`src/rtl/cmp_stream.sv`:
```
// cmp_stream: two-stage pipelined magnitude comparator with a valid/ready stream
// interface, a per-beat signed/unsigned mode, and optional per-frame result tallies.
//
// Optional feature macro: CMP_TALLY_EN
//   defined   -> saturating gt/eq/lt counters plus a one-cycle frame-summary pulse
//   undefined -> no counters; sum_valid and sum_* are tied to 0
//
// Ports:
//   clk, rst_n               clock, asynchronous active-low reset
//   in_valid/in_ready        operand beat handshake
//   in_a, in_b               operands (WIDTH bits)
//   in_s                     1 = unsigned compare, 0 = two's-complement compare
//   in_last                  final beat of a frame
//   out_valid/out_ready      result handshake
//   out_g/out_e/out_l        one-hot A>B / A==B / A<B
//   out_last                 in_last carried with the beat
//   sum_valid                one-cycle frame-summary pulse (no backpressure)
//   sum_gt/sum_eq/sum_lt     frame tallies, valid with sum_valid, held between pulses
module cmp_stream #(
  parameter int unsigned WIDTH = 8,
  parameter int unsigned CNT_W = 16
) (
  input  logic             clk,
  input  logic             rst_n,
  input  logic             in_valid,
  output logic             in_ready,
  input  logic [WIDTH-1:0] in_a,
  input  logic [WIDTH-1:0] in_b,
  input  logic             in_s,
  input  logic             in_last,
  output logic             out_valid,
  input  logic             out_ready,
  output logic             out_g,
  output logic             out_e,
  output logic             out_l,
  output logic             out_last,
  output logic             sum_valid,
  output logic [CNT_W-1:0] sum_gt,
  output logic [CNT_W-1:0] sum_eq,
  output logic [CNT_W-1:0] sum_lt
);

  localparam int unsigned XW = WIDTH + 1;

  logic          s1_v_q;
  logic [XW-1:0] s1_a_q, s1_b_q;
  logic          s1_last_q;
  logic          s2_v_q;
  logic          s2_g_q, s2_e_q, s2_l_q, s2_last_q;
  logic          s1_adv, s2_adv;

  // Zero-extend for unsigned, sign-extend for signed; the extended values are then
  // compared as signed, which orders both modes correctly.
  function automatic logic [XW-1:0] ext(input logic [WIDTH-1:0] x, input logic uns);
    return uns ? {1'b0, x} : {x[WIDTH-1], x};
  endfunction

  assign s2_adv   = !s2_v_q || out_ready;
  assign s1_adv   = !s1_v_q || s2_adv;
  // Held low while in reset so no beat is offered an accept during reset.
  assign in_ready = s1_adv && rst_n;

  always_ff @(posedge clk or negedge rst_n) begin
    if (!rst_n) begin
      s1_v_q    <= 1'b0;
      s1_a_q    <= '0;
      s1_b_q    <= '0;
      s1_last_q <= 1'b0;
    end else if (s1_adv) begin
      s1_v_q <= in_valid;
      if (in_valid) begin
        s1_a_q    <= ext(in_a, in_s);
        s1_b_q    <= ext(in_b, in_s);
        s1_last_q <= in_last;
      end
    end
  end

  always_ff @(posedge clk or negedge rst_n) begin
    if (!rst_n) begin
      s2_v_q    <= 1'b0;
      s2_g_q    <= 1'b0;
      s2_e_q    <= 1'b0;
      s2_l_q    <= 1'b0;
      s2_last_q <= 1'b0;
    end else if (s2_adv) begin
      s2_v_q <= s1_v_q;
      if (s1_v_q) begin
        s2_g_q    <= $signed(s1_a_q) > $signed(s1_b_q);
        s2_e_q    <= s1_a_q == s1_b_q;
        s2_l_q    <= $signed(s1_a_q) < $signed(s1_b_q);
        s2_last_q <= s1_last_q;
      end
    end
  end

  assign out_valid = s2_v_q;
  assign out_g     = s2_g_q;
  assign out_e     = s2_e_q;
  assign out_l     = s2_l_q;
  assign out_last  = s2_last_q;

`ifdef CMP_TALLY_EN
  logic             out_fire;
  logic [CNT_W-1:0] cnt_gt_q, cnt_eq_q, cnt_lt_q;
  logic [CNT_W-1:0] cnt_gt_d, cnt_eq_d, cnt_lt_d;
  logic [CNT_W-1:0] gt_inc, eq_inc, lt_inc;
  logic [CNT_W-1:0] sum_gt_q, sum_eq_q, sum_lt_q;
  logic [CNT_W-1:0] sum_gt_d, sum_eq_d, sum_lt_d;
  logic             sum_valid_q, sum_valid_d;

  assign out_fire = s2_v_q && out_ready;

  // Saturating increment of the counter that matches the current result.
  assign gt_inc = (s2_g_q && cnt_gt_q != '1) ? cnt_gt_q + 1'b1 : cnt_gt_q;
  assign eq_inc = (s2_e_q && cnt_eq_q != '1) ? cnt_eq_q + 1'b1 : cnt_eq_q;
  assign lt_inc = (s2_l_q && cnt_lt_q != '1) ? cnt_lt_q + 1'b1 : cnt_lt_q;

  always_comb begin
    cnt_gt_d    = cnt_gt_q;
    cnt_eq_d    = cnt_eq_q;
    cnt_lt_d    = cnt_lt_q;
    sum_gt_d    = sum_gt_q;
    sum_eq_d    = sum_eq_q;
    sum_lt_d    = sum_lt_q;
    sum_valid_d = 1'b0;
    if (out_fire) begin
      if (s2_last_q) begin
        // Publish totals including this beat and start the next frame from zero.
        sum_gt_d    = gt_inc;
        sum_eq_d    = eq_inc;
        sum_lt_d    = lt_inc;
        sum_valid_d = 1'b1;
        cnt_gt_d    = '0;
        cnt_eq_d    = '0;
        cnt_lt_d    = '0;
      end else begin
        cnt_gt_d = gt_inc;
        cnt_eq_d = eq_inc;
        cnt_lt_d = lt_inc;
      end
    end
  end

  always_ff @(posedge clk or negedge rst_n) begin
    if (!rst_n) begin
      cnt_gt_q    <= '0;
      cnt_eq_q    <= '0;
      cnt_lt_q    <= '0;
      sum_gt_q    <= '0;
      sum_eq_q    <= '0;
      sum_lt_q    <= '0;
      sum_valid_q <= 1'b0;
    end else begin
      cnt_gt_q    <= cnt_gt_d;
      cnt_eq_q    <= cnt_eq_d;
      cnt_lt_q    <= cnt_lt_d;
      sum_gt_q    <= sum_gt_d;
      sum_eq_q    <= sum_eq_d;
      sum_lt_q    <= sum_lt_d;
      sum_valid_q <= sum_valid_d;
    end
  end

  assign sum_valid = sum_valid_q;
  assign sum_gt    = sum_gt_q;
  assign sum_eq    = sum_eq_q;
  assign sum_lt    = sum_lt_q;
`else
  assign sum_valid = 1'b0;
  assign sum_gt    = '0;
  assign sum_eq    = '0;
  assign sum_lt    = '0;
`endif

endmodule

```
`config.mk`:
```
export PLATFORM = sky130hd
export DESIGN_NAME = cmp_stream
export DESIGN_NICKNAME = d
export VERILOG_FILES = /design/src/rtl/cmp_stream.sv
export SDC_FILE = /design/constraint.sdc
export NUM_CORES = 1
export LEC_CHECK = 0
export ABC_CLOCK_PERIOD_IN_PS = 2530
export CAP_MARGIN = 20
export CORE_ASPECT_RATIO = 2
export CORE_MARGIN = 4
export CORE_UTILIZATION = 40
export DETAILED_ROUTE_END_ITERATION = 7
export PLACE_DENSITY = 0.88
export RECOVER_POWER = 25
export SYNTH_ARGS = -nofsm -noshare
export SYNTH_HDL_FRONTEND = slang
export SYNTH_SLANG_ARGS = --single-unit
```
`constraint.sdc`:
```
create_clock -name clk -period 2.53 [get_ports clk]
set_clock_uncertainty 0.2 [all_clocks]
set_input_delay 0.6325 -clock clk [delete_from_list [all_inputs] [get_ports clk]]
set_output_delay 0.6325 -clock clk [all_outputs]
set_load 0.05 [all_outputs]
```
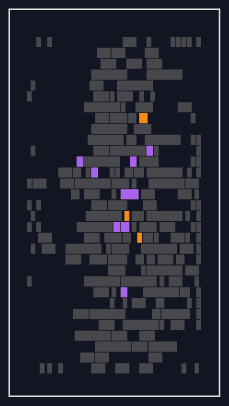
(run_1/gate_families.png)
(4 px per um)
Key: NOR gates = orange [cells 3]; inverting AOI/OAI gates = purple [cells 8, where center]

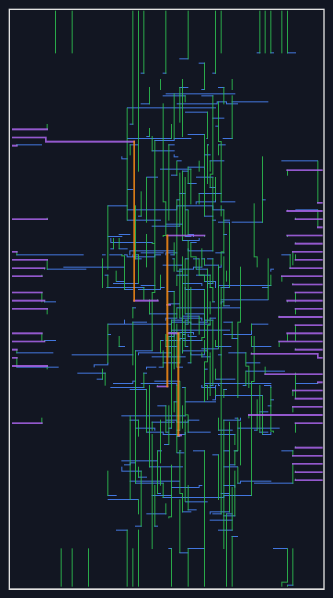
(run_1/metal_stack.png)
(6 px per um)
Key: met2 = green [wire length 1390 um]; met4 = orange [wire length 68.7 um]; met3 = purple [wire length 274 um]; met1 = blue [wire length 774 um]

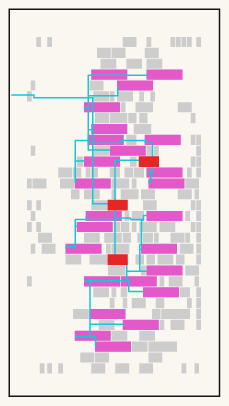
(run_1/clock_map.png)
(4 px per um)
Key: cells driving clock nets = red [count 3]; flip-flops = magenta [count 25]; clock wires = cyan [length 286 um]
There are 4 routed clock nets.

==> run notes, run 1 <==
For the fraction of met2 tracks used by global routing, the log shows 0.208. The most common logic cells in the final layout are sky130_fd_sc_hd__conb_1, sky130_fd_sc_hd__clkdlybuf4s50_1, sky130_fd_sc_hd__dfrtp_1, sky130_fd_sc_hd__mux2_2. STA classifies the critical path startpoint as an input port. The global route stage reports its total congestion overflow as 0.

The detailed router placed 987 vias in this run. In this run the power density over the cells is 697 nW/um^2. In this run, power in the clock network comes to 0.227 mW. Looking at the worst setup and hold paths, the clock pins of their registers show a slew of 0.08 ns.

According to the timing report, the critical path is launched from out_ready. The flip-flop and latch share of the layout cell area is 0.351, and the routability congestion estimate from global placement is 0.788. The path with the worst hold slack has its endpoint at out_e$_DFFE_PN0P_.

The xor and xnor area share after synthesis came out at 0. The kind of critical path is input port to output pin. The number of library cell types mapped by synthesis came out at 23. The vertical die dimension reported for this design is 96.4 um. Highest fanout seen on the critical path: 3. The number of buffers inserted to repair setup after CTS was 0; the area fraction of the dominant cell type after synthesis was 0.400. Walking the worst path, the cells encountered are clkdlybuf4s50_1 > nand3b_1 > and2_1 > buf_12. The worst register-to-register path begins at s1_a_q[8]$_DFFE_PN0P_. The commonest cells after synthesis are sky130_fd_sc_hd__buf_4, sky130_fd_sc_hd__dfrtp_1, sky130_fd_sc_hd__mux2_2. The run gives 6 for the depth of the worst register-to-register path.

Pin placement for this block handled 77 I/O pins. In the per-layer breakdown of the detailed-route log, met1 shows 773 um. The run gives 0.0926 for the met1 routing resource usage after global routing. After detailed routing, the total wire length is 2500 um. Among the non-sequential cells, buffers and inverters take the most area.

For this design, Yosys synthesis ends with a cell count of 148. The clock tree has to reach 25 sinks. STA puts the critical path data arrival time at 1.61 ns. The hold-critical path depth works out to 2.

The hold violation count in the final report is 0, and the final non-filler cell area is 1780 um^2. The number of buffers between clock root and the deepest sink came out at 2. Power consumed by sequential cells: 0.497 mW. The most common cell after layout, fill and taps aside is sky130_fd_sc_hd__conb_1. Per the final report, max-transition violations number 0.

Per report_power, the Combinational row totals 0.520 mW. The number of vias per cell after detailed routing is 4.33. Of all cell types, the one taking the most synthesized area is sky130_fd_sc_hd__dfrtp_1. The tools report the utilization after layout as 0.484.

With the filler-free cell count of the finished design at 228, the clock distribution area overhead in the final layout is 0.0253. Starting density of the core: 0.424. OpenSTA lists the critical path endpoint as in_ready. The die covers 5030 um^2. Synthesis produced 148 cells.

The largest registers in the layout are s1_a_q: 9 flops, s1_b_q: 9 flops. The number of register bits inferred by synthesis is 25, and the layout-stage area growth over the synthesis result is 14.1%. Across the VDD grid, the largest voltage drop is 411 uV. Largest net degree at the start of global routing: 26.

Global routing put the most usage on met2. The internal power of the cells totals 0.751 mW. Buffers inserted to repair hold after CTS numbered 0. Count of clock buffers in the final design: 4.

The critical path runs through a total of 4 cells. Highest metal layer used by the detailed router: met4. The area fraction in and, or, nand and nor cells is 0.0833, and the switching power is 0.493 mW.

The final worst slack was 0.0892 ns. Buffers placed on the I/O ports in this run total 27. The routed design shows a wire length per standard cell of 11.0 um.

The synthesized design contains 0 enable-type register cells. The worst setup slack after placement was 0.0948 ns; the inserted tap cell count was 49. Yosys attributes the largest share of cell area to sky130_fd_sc_hd__dfrtp_1, sky130_fd_sc_hd__buf_4, sky130_fd_sc_hd__mux2_2.

The region available for standard cell placement spans 3680 um^2. Each instance of the synthesized netlist takes up on average 10.6 um^2. 0 antenna diodes ended up in the layout. Nets still carrying antenna violations after routing amount to 0.

The tools report the iteration-0 DRC count of the detailed router as 13. The slowest stage of the critical path belongs to the cell sky130_fd_sc_hd__clkdlybuf4s50_1. The total instance count after detailed placement was 224. The power group with the highest consumption is combinational cells. For the met3 layer usage reported by global route, the log shows 0.0261. The run gives 0.182 as the clock network fraction of design power. The analysis attributes to cell leakage a power of 0.870 nW. The number of max-cap violations was 0; the flop count was 25. The fraction of cell area in non-clock buffers works out to 0.175. Post-synthesis compound-gate area fraction: 0.0488. Per the skew report, the later register of the worst-skew pair sees a clock latency of 0.26 ns. The run gives 0 for the number of antenna violations at the first check in global routing. TritonCTS built the clock tree.

After filler insertion, the fill cell instance count of the layout stands at 365. Per the layout report, the design carries 30 non-clock buffers. The wire length on met2 came out at 1390 um. Setup repair after global routing left no endpoint under its margin. The worst hold path begins at out_e$_DFFE_PN0P_. In the final layout, flip-flops and latches occupy 626 um^2.

Per the CTS log, the root buffer master is sky130_fd_sc_hd__clkbuf_8. The run finished with clean final reports. The run gives 1007 as the number of global-route vias before repair. The tools report the destination of the worst register-to-register timing path as out_l$_DFFE_PN0P_. The timing report gives the biggest stage delay along the critical path as 0.41 ns. The horizontal die size came out at 52.2 um. After the last flow step, the layout net total stands at 211. The fraction of layout instances using a drive strength above 1 was 0.145. The overall track demand over capacity in global routing came out at 0.107. The run gives 1560 um^2 as the synthesized chip area reported by yosys. Among all cell types in the netlist, the one instantiated most often is sky130_fd_sc_hd__buf_4. The total negative setup slack is 0 ns, and the wire length of the first global-routing pass is 4030 um.

The setup check on the worst reg-to-reg path leaves a slack of 0.47 ns. The switching share of power came out at 0.396. With the share of the yosys chip area belonging to registers at 0.400, the number of logic inverters in the finished layout is 9.

According to the report, the first pass of detailed routing completed in 4 iterations. The cell area after synthesis was 1560 um^2. Total power for the finished layout comes to 1.24 mW.

For this run the detailed placement stage logged an HPWL of 2110 um. Timing would allow up to 410 MHz. For this run, the leading register cell type out of synthesis is sky130_fd_sc_hd__dfrtp_1.

With the endpoint required time on the critical path at 1.70 ns, the combinational share of power is 0.418. The final cycle utilization of the critical path works out to 0.965. The final timing report counts setup violations totalling 0.

The run gives 1 for the level count of the clock H-tree. The family with the most delay on the worst path was buffers and inverters. The routed design uses 273 um of met3 wire.
==> run_1/final_clocks.png <==
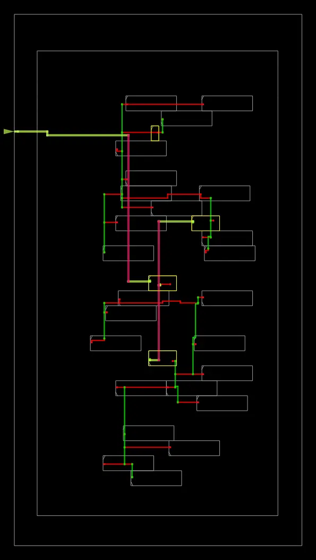

==> run 2: changes to the inputs <==
==> constraint.sdc (replaced) <==
create_clock -name clk -period 2.53 [get_ports clk]
set_clock_uncertainty 0.2 [all_clocks]
set_input_delay 0.6325 -clock clk [delete_from_list [all_inputs] [get_ports clk]]
set_output_delay 0.6325 -clock clk [all_outputs]
set_load 0.02 [all_outputs]
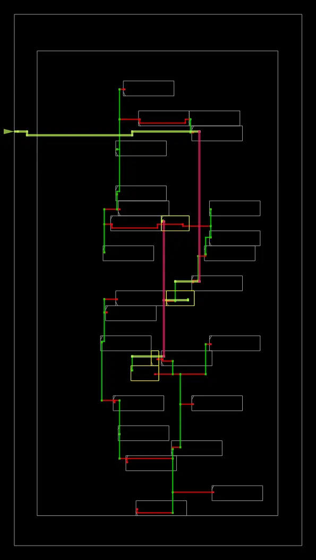
(run_2/final_clocks.png)
count of sequential standard cells: 25
clock sink total: 25
final-layout clock buffer total: 4

==> run notes, run 2 <==
The met1 layer wirelength in the final routing was 704 um (was 773 um); the number of max-cap violations was 0 (unchanged). Most used cells in the layout excluding fill and tap cells: sky130_fd_sc_hd__conb_1, sky130_fd_sc_hd__clkdlybuf4s50_1, sky130_fd_sc_hd__dfrtp_1, sky130_fd_sc_hd__mux2_2 (unchanged). The tools report the switching power as 0.345 mW (was 0.493 mW). Top cells by area: sky130_fd_sc_hd__dfrtp_1, sky130_fd_sc_hd__buf_4, sky130_fd_sc_hd__mux2_2 (unchanged). The endpoint required time on the critical path is 1.70 ns (about the same), and the mean post-synth cell area is 10.6 um^2 (unchanged). The switching share of power was 0.316 (was 0.396); the boundary pin count was 77 (unchanged). The depth of the worst register-to-register path came out at 6 (unchanged). The quantity of hold-fixing buffers added after cts was 0 (unchanged).

The family with the most delay on the worst path is buffers and inverters (unchanged). The power group with the highest consumption was registers (was combinational cells). The inserted tap cell count came out at 49 (unchanged).

The logs give 0.484 (unchanged) for the utilization after layout and 948 (was 1007) for the number of global-route vias before repair. With the number of antenna violations at the first check in global routing at 0 (unchanged), the wire length on met2 is 1310 um (was 1390 um). For the internal power, the log shows 0.749 mW (was 0.751 mW). The wire length of the first global-routing pass was 3840 um (was 4030 um). With the number of register bits inferred by synthesis at 25 (unchanged), the met3 layer usage reported by global route is 0.0246 (was 0.0261).

The most common cell after layout, fill and taps aside was sky130_fd_sc_hd__conb_1 (unchanged). The power consumed by sequential cells is 0.496 mW (was 0.497 mW), and the register clock-pin slew on the reported worst setup and hold paths is 0.08 ns (about the same). The run gives 1 (unchanged) for the level count of the clock H-tree. The filler-free cell count of the finished design was 230 (was 228); the horizontal die size was 52.2 um (unchanged). The count of plain and timing-repair buffers in the layout was 32 (was 30); the average wire length per cell after detail routing was 10.5 um (was 11.0 um).

The starting density of the core was 0.424 (unchanged). The logic depth of the worst setup path including buffers came out at 4 (unchanged). The overall track demand over capacity in global routing was 0.104 (was 0.107). The run gives 1.09 mW (was 1.24 mW) as the total power draw. The fraction of layout instances using a drive strength above 1 works out to 0.155 (was 0.145). Destination of the worst register-to-register timing path: out_l$_DFFE_PN0P_ (unchanged). The worst setup slack after placement is -0.254 ns (was 0.0948 ns). The total length of routed met3 wires was 285 um (was 273 um); the largest vdd supply drop was 262 uV (was 411 uV). Hold violation count in the final report: 0 (unchanged).

Cell with the most instances after synthesis: sky130_fd_sc_hd__buf_4 (unchanged). The clock tree root driver cell is sky130_fd_sc_hd__clkbuf_8 (unchanged). The run gives 148 (unchanged) as the post-synthesis cell count from yosys.

The tools report the last element of the critical path as in_ready (unchanged). The origin of the critical flop-to-flop path is s1_a_q[8]$_DFFE_PN0P_ (unchanged). Cells traversed along the worst timing path: clkdlybuf4s50_1 > nand3b_1 > and2_1 > clkbuf_2 (was clkdlybuf4s50_1 > nand3b_1 > and2_1 > buf_12). The largest net degree at the start of global routing was 26 (unchanged); the remaining global-route overflow was 0 (unchanged). The worst min-delay path endpoint is s1_b_q[8]$_DFFE_PN0P_ (was out_e$_DFFE_PN0P_). Highest metal layer used by the detailed router: met4 (unchanged).

The number of buffers inserted to repair setup after CTS was 0 (unchanged); the cell area after synthesis was 1560 um^2 (unchanged). Startpoint of the most critical hold path: s1_b_q[8]$_DFFE_PN0P_ (was out_e$_DFFE_PN0P_). The tools report the type of origin of the critical path as an input port (unchanged).

The number of iterations in the first detailed-routing pass came out at 2 (was 4). The quantity of I/O buffers inserted on ports is 27 (unchanged). Setup repair after global routing left no endpoint under its margin.

The number of buffers between clock root and the deepest sink was 2 (unchanged); the clock distribution area overhead in the final layout was 0.0253 (unchanged). The run gives 148 (unchanged) as the number of standard cells after synthesis. For the routability congestion estimate from global placement, the log shows 0.773 (was 0.788).

Registers with the most flip-flops: s1_a_q: 9 flops, s1_b_q: 9 flops (unchanged). The logs give 8 (was 13) for the iteration-0 DRC count of the detailed router and 0.161 ns (was 0.0892 ns) for the final worst slack. The dominant synthesized flop cell was sky130_fd_sc_hd__dfrtp_1 (unchanged). The combinational gate power was 0.371 mW (was 0.520 mW); the number of vias per cell after detailed routing was 4.25 (was 4.33).

The xor and xnor area share after synthesis was 0 (unchanged); the placed wire-length estimate was 2070 um (was 2110 um). The die span in y is 96.4 um (unchanged). The total negative setup slack was 0 ns (unchanged). The fraction of cell area in non-clock buffers was 0.175 (unchanged). Largest stage delay on the critical path: 0.41 ns (about the same). The library cell with the largest summed area after synthesis is sky130_fd_sc_hd__dfrtp_1 (unchanged). The area of the core region was 3680 um^2 (unchanged); the worst hold slack was 0.287 ns (was 0.285 ns). The power density of the placed cells was 614 nW/um^2 (was 697 nW/um^2).

For the power consumed by the clock network, the log shows 0.227 mW (about the same). The final cycle utilization of the critical path works out to 0.936 (was 0.965). The layout-stage area growth over the synthesis result was 14.1% (unchanged).

TritonCTS built the clock tree. The synthesized chip area reported by yosys came out at 1560 um^2 (unchanged). For the final tally of setup violations, the log shows 0 (unchanged). Post-synthesis compound-gate area fraction: 0.0488 (unchanged). The fraction of met2 tracks used by global routing is 0.199 (was 0.208). The total instance count after detailed placement is 226 (was 224), and the met1 routing resource usage after global routing is 0.0867 (was 0.0926).

The number of diodes is 0 (unchanged), and the number of nets at the end of the flow is 213 (was 211). The highest fanout seen on the critical path is 2 (was 3), and the number of library cell types mapped by synthesis is 23 (unchanged). Aggregate routed wire length: 2420 um (was 2500 um). Total vias in the final route: 978 (was 987). With the clock insertion delay at the later pin of the skew report at 0.26 ns (about the same), the final non-filler cell area is 1780 um^2 (unchanged).

The combinational family with the most area after synthesis is buffers and inverters (unchanged). The layer with the highest usage after global routing was met2 (unchanged). The area fraction in and, or, nand and nor cells was 0.0833 (unchanged); the clock network fraction of design power was 0.208 (was 0.182). Floorplan die area: 5030 um^2 (unchanged).

The run finished with clean final reports. The hold-critical path depth was 2 (unchanged); the number of logic inverters in the finished layout was 9 (unchanged). The logs give 0 (unchanged) for the final number of max-transition violations and 626 um^2 (unchanged) for the register area.

Combinational share of power: 0.339 (was 0.418). The logs give 0.400 (unchanged) for the share of the yosys chip area belonging to registers and 357 (was 365) for the number of filler cells placed in the layout.
Power is estimated from default activity; no workload was simulated.
